==> src/rtl/paritychk.sv <==
// Serial even-parity frame checker: deserialises DATA_W bits MSB-first, then checks the parity bit.
// Optional saturating error counter is built only when PARITYCHK_ERRCNT_EN is defined.
module paritychk #(
    parameter int DATA_W    = 32,
    parameter int ERR_CNT_W = 8
) (
    input  logic                 clk,
    input  logic                 rst_p,
    input  logic                 ip,
    input  logic                 ip_vld,
    input  logic                 sof,
    output logic [DATA_W-1:0]    data_out,
    output logic                 data_vld,
    output logic                 par_err,
    output logic                 frame_abort,
    output logic [ERR_CNT_W-1:0] err_cnt
);

    localparam int CW = $clog2(DATA_W + 1);

    typedef enum logic [1:0] {
        S_IDLE,
        S_DATA,
        S_PAR
    } state_t;

    state_t            r_state;
    state_t            w_next;
    logic [DATA_W-1:0] r_sreg;
    logic [CW-1:0]     r_cnt;
    logic              r_par;
    logic [DATA_W-1:0] r_data_out;
    logic              r_data_vld;
    logic              r_par_err;
    logic              r_abort;

    logic w_start;
    logic w_shift;
    logic w_done;
    logic w_abort;
    logic w_last;

    assign w_start = sof & ip_vld;
    assign w_last  = (r_cnt == CW'(DATA_W - 1));

    always_ff @(posedge clk or posedge rst_p) begin
        if (rst_p) begin
            r_state <= S_IDLE;
        end else begin
            r_state <= w_next;
        end
    end

    always_comb begin
        w_next = r_state;
        unique case (r_state)
            S_IDLE: begin
                if (w_start) w_next = S_DATA;
            end
            S_DATA: begin
                if (w_start)
                    w_next = S_DATA;
                else if (ip_vld && w_last)
                    w_next = S_PAR;
            end
            S_PAR: begin
                if (w_start)
                    w_next = S_DATA;
                else if (ip_vld)
                    w_next = S_IDLE;
            end
            default: w_next = S_IDLE;
        endcase
    end

    // sof always takes priority over a data or parity bit
    always_comb begin
        w_shift = 1'b0;
        w_done  = 1'b0;
        w_abort = 1'b0;
        unique case (r_state)
            S_IDLE: ;
            S_DATA: begin
                w_shift = ip_vld & ~sof;
                w_abort = w_start;
            end
            S_PAR: begin
                w_done  = ip_vld & ~sof;
                w_abort = w_start;
            end
            default: ;
        endcase
    end

    always_ff @(posedge clk or posedge rst_p) begin
        if (rst_p) begin
            r_sreg <= '0;
            r_cnt  <= '0;
            r_par  <= 1'b0;
        end else if (w_start) begin
            r_sreg <= {{(DATA_W-1){1'b0}}, ip};
            r_cnt  <= CW'(1);
            r_par  <= ip;
        end else if (w_shift) begin
            r_sreg <= {r_sreg[DATA_W-2:0], ip};
            r_cnt  <= r_cnt + 1'b1;
            r_par  <= r_par ^ ip;
        end
    end

    always_ff @(posedge clk or posedge rst_p) begin
        if (rst_p) begin
            r_data_out <= '0;
            r_data_vld <= 1'b0;
            r_par_err  <= 1'b0;
            r_abort    <= 1'b0;
        end else begin
            r_data_vld <= w_done;
            r_par_err  <= w_done & (ip ^ r_par);
            r_abort    <= w_abort;
            if (w_done) r_data_out <= r_sreg;
        end
    end

`ifdef PARITYCHK_ERRCNT_EN
    logic [ERR_CNT_W-1:0] r_err_cnt;

    always_ff @(posedge clk or posedge rst_p) begin
        if (rst_p) begin
            r_err_cnt <= '0;
        end else if (w_done && (ip ^ r_par) && (r_err_cnt != '1)) begin
            r_err_cnt <= r_err_cnt + 1'b1;
        end
    end

    assign err_cnt = r_err_cnt;
`else
    assign err_cnt = '0;
`endif

    assign data_out    = r_data_out;
    assign data_vld    = r_data_vld;
    assign par_err     = r_par_err;
    assign frame_abort = r_abort;

endmodule

==> config.mk <==
export PLATFORM = sky130hd
export DESIGN_NAME = paritychk
export DESIGN_NICKNAME = d
export VERILOG_FILES = /design/src/rtl/paritychk.sv
export SDC_FILE = /design/constraint.sdc
export NUM_CORES = 1
export LEC_CHECK = 0
export ABC_AREA = 0
export CAP_MARGIN = 20
export CORE_UTILIZATION = 55
export DETAILED_ROUTE_END_ITERATION = 12
export PLACE_DENSITY = 0.86
export REMOVE_ABC_BUFFERS = 1
export SLEW_MARGIN = 20
export SYNTH_ARGS = -nofsm -noshare
export SYNTH_HDL_FRONTEND = slang
export SYNTH_SLANG_ARGS = --single-unit
==> constraint.sdc <==
create_clock -name clk -period 7.92 [get_ports clk]
set_input_delay 2.376 -clock clk [delete_from_list [all_inputs] [get_ports clk]]
set_output_delay 2.376 -clock clk [all_outputs]
set_load 0.02 [all_outputs]
==> run_1/density.png <==
Scale: 4 px per um. 8 x 8 tiles, from white (low) to dark blue (high), 0 to 100% covered.
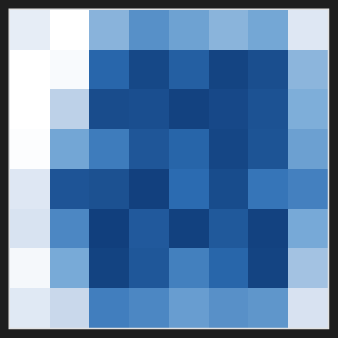
6.2% of the tiles are nearly empty. The densest ninth of the die: centre. 44% of the tiles are over 75% full. The mean over all tiles is 60%. The emptiest ninth of the die: upper left.

==> run_1/registers.png <==
Scale: 6 px per um. Other sequential cells in the stronger grey, the rest of the logic in the fainter grey.
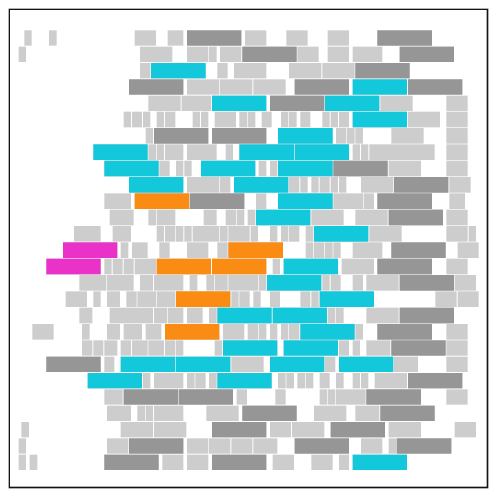
r_cnt: marked orange, flops 6, where centre. r_state: marked magenta, flops 2. r_sreg: marked cyan, flops 32.
Another 36 sequential cells are not coloured.

==> run_1/pdn.png <==
Scale: 4 px per um. Pins as bars on the die edge. Tap cells in grey.
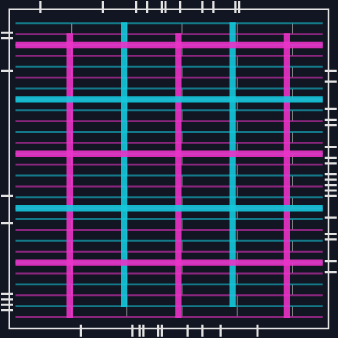
VSS: marked magenta. VDD: marked cyan.
5 straps on met5. 48 signal pins sit on the boundary. The core has 27 rows. 72 tap cells.
Die W: 79.47 um
VDD IR max: 0.1127 mV
Core Region: 0.005642 sq mm
Die H: 79.47 um

## run 1: metal layers
metal  vias up  global-route usage (%)  wire length [um]
met5         -                       0                 0
met4         0                   11.45               114
met3        10                   4.114               161
met2        41                   31.03              2602
met1      1021                   24.79              2530
li1        993                       -                 -
## run 1: flip-flops by register name, summed over array words and instances, names as in the netlist
signal,count
r_cnt,6
frame_abort,1
data_vld,1
par_err,1
r_par,1
data_out,32
r_state,2
r_sreg,32
## run 1: report_power, final
part	internal [mW]	switching, mW
Clock	0.155	0.143
Combinational	0.0341	0.0578
Sequential	0.404	0.0142
## run 1: per-stage QoR
step	util [%]	instance area, sq um
finish	68.57	3869
global route	68.57	3869
CTS	68.57	3869
detailed placement	65.00	3667
global placement	65.00	3667
floorplan	-	3164
==> GITHUB_STEP_SUMMARY, run 1 <==
## Synthesis and layout report

| Metric | Value |
|---|---|
| Main flop type | dfrtp_1 |
| Synth Cell Area | 0.003301 sq mm |
| Mi-comb count | 184 |
| XOR/XNOR Area Share | 0.5307% |
| Filler cells | 376 |
| CTS sink count | 76 |
| Area Growth Syn to Fin | 17.21% |
| Hold WS | 0.5019 ns |
| Mapped Avg Cell Area | 11.75 sq um |
| Non-CTS buffers | 42 |
| Max clock buf depth | 2 |
| Max Slew Vio Count | 0 |
| CP peak stage delay | 0.71 ns |
| Per-cell routed wire length | 13.73 um |
| Sum Neg Setup Slack | 0 ns |
| Most common logic cells in the final layout | dfrtp_1, nand2_1, clkdlybuf4s50_1 |
| Tot Pwr | 808.1 uW |
| FF/Latch Area | 0.001902 sq mm |
| Buffering overhead | 10.67% |
| R2r endpoint | data_out[12] |
| CP bufs+invs | 1 |
| Hold Path End | r_sreg[20] |
| Final setup fails | 0 |
| Final worst slack | 3.926 ns |
| CTS Buf Count | 9 |
| Final cell count without fillers | 394 |
| Status | complete, no violations |
| Count leader, synth | dfrtp_1 |
| YS chip area | 0.003301 sq mm |
| Floorplan utilization | 58.51% |
| Register area share after synthesis | 57.62% |
| Unrepaired setup endpoints after global routing | false |
| Adder Area Share | 1.895% |
| Minimum clock period | 3.994 ns |
| Largest net degree at the start of global routing | 77 |
| Num tapcells | 72 |
| Worst-path clk slew | 0.08 ns |
==> run 1 -> run 2 <==
--- a/config.mk
+++ b/config.mk
@@ -7,9 +7,9 @@
 export LEC_CHECK = 0
 export ABC_AREA = 0
 export CAP_MARGIN = 20
-export CORE_UTILIZATION = 55
+export CORE_UTILIZATION = 49
 export DETAILED_ROUTE_END_ITERATION = 12
-export PLACE_DENSITY = 0.86
+export PLACE_DENSITY = 0.81
 export REMOVE_ABC_BUFFERS = 1
 export SLEW_MARGIN = 20
 export SYNTH_ARGS = -nofsm -noshare
==> constraint.sdc (replaced) <==
create_clock -name clk -period 3.65 [get_ports clk]
set_input_delay 1.095 -clock clk [delete_from_list [all_inputs] [get_ports clk]]
set_output_delay 1.095 -clock clk [all_outputs]
set_load 0.02 [all_outputs]
==> run_2/registers.png <==
Scale: 6 px per um. Other sequential cells in the stronger grey, the rest of the logic in the fainter grey.
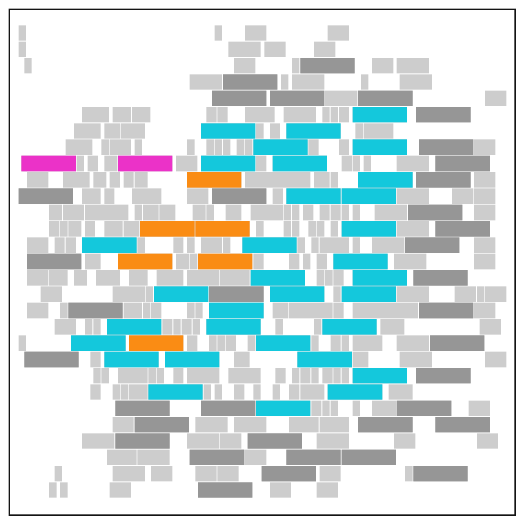
r_cnt: marked orange, flops 6. r_state: marked magenta, flops 2. r_sreg: marked cyan, flops 32.
Another 36 sequential cells are not coloured.

==> GITHUB_STEP_SUMMARY, run 2 <==
## Synthesis and layout report

| Metric | Value |
|---|---|
| Sum Neg Setup Slack | 0 ns (unchanged) |
| Mapped Avg Cell Area | 11.75 sq um (unchanged) |
| VDD IR max | 0.2951 mV (+160%) |
| Sequential share of power | 48.9% (-2.8 points) |
| Synth Cell Area | 0.003301 sq mm (unchanged) |
| Combinational fraction of design power | 11.5% (about the same) |
| XOR/XNOR Area Share | 0.5307% (unchanged) |
| Main flop type | dfrtp_1 |
| Floorplan utilization | 51.39% (-7.1 points) |
| Failing checks | design-rule violations |
| CTS Buf Count | 9 (unchanged) |
| Hold WS | 0.4997 ns (-0.002124 ns) |
| Int Pwr | 1.366 mW (+130%) |
| Die W | 84.08 um (+5.8%) |
| Sw frac | 26.33% (-0.27 points) |
| Max clock buf depth | 2 (unchanged) |
| Post-route cell area | 0.003940 sq mm (+1.8%) |
| Final core utilization | 61.35% (-7.2 points) |
| Psw | 488.3 uW (+130%) |
| Hold Path End | r_sreg[27] |
| Minimum clock period | 2.705 ns |
| Clock group | 733 uW (+150%) |
| Final cell count without fillers | 402 (+2.0%) |
| Die H | 84.08 um (+5.8%) |
| Flop+latch power | 908 uW (+120%) |
| Largest net degree at the start of global routing | 49 (-36%) |
| Most common logic cells in the final layout | dfrtp_1, nand2_1, clkdlybuf4s50_1 |
| Crit path kind | primary input to register |
| Worst-path clk slew | 0.07 ns (about the same) |
| Unrepaired setup endpoints after global routing | false |
| CP bufs+invs | 2 (+1) |
| CP peak stage delay | 0.72 ns (about the same) |
| Adder Area Share | 1.895% (unchanged) |
| Pwr top | sequential cells |
| R2r endpoint | r_sreg[5] |
| Status | finished, violations left |
| Final worst slack | 0.9451 ns (-2.981 ns) |
| DRC violations left | 3 |
| Final setup fails | 0 (unchanged) |
| YS chip area | 0.003301 sq mm (unchanged) |
| Core Region | 0.006422 sq mm (+14%) |
| Tot Pwr | 1.854 mW (+130%) |
-- run 2: routing by layer --
| layer | GRT usage (%) | vias up | share of wire, % |
|---|---|---|---|
| met5 | 0 | - | 0 |
| met4 | 8.307 | 0 | 1.8 |
| met3 | 4.649 | 10 | 4.7 |
| met2 | 27.87 | 55 | 48 |
| met1 | 25.43 | 1051 | 46 |
| li1 | - | 1005 | - |
-- run 2: cell type report --
| type | instances | area (sq um) |
|---|---|---|
| clock buffers | 10 | 137.6 |
| clock inverters | 6 | 93.84 |
| fillers | 519 | 2482 |
| inverters | 4 | 15.01 |
| multi-input cells | 184 | 1247 |
| flip-flops and latches | 76 | 1902 |
| well taps | 77 | 96.34 |
| repair buffers | 45 | 447.9 |
Power is estimated from default activity; no workload was simulated.
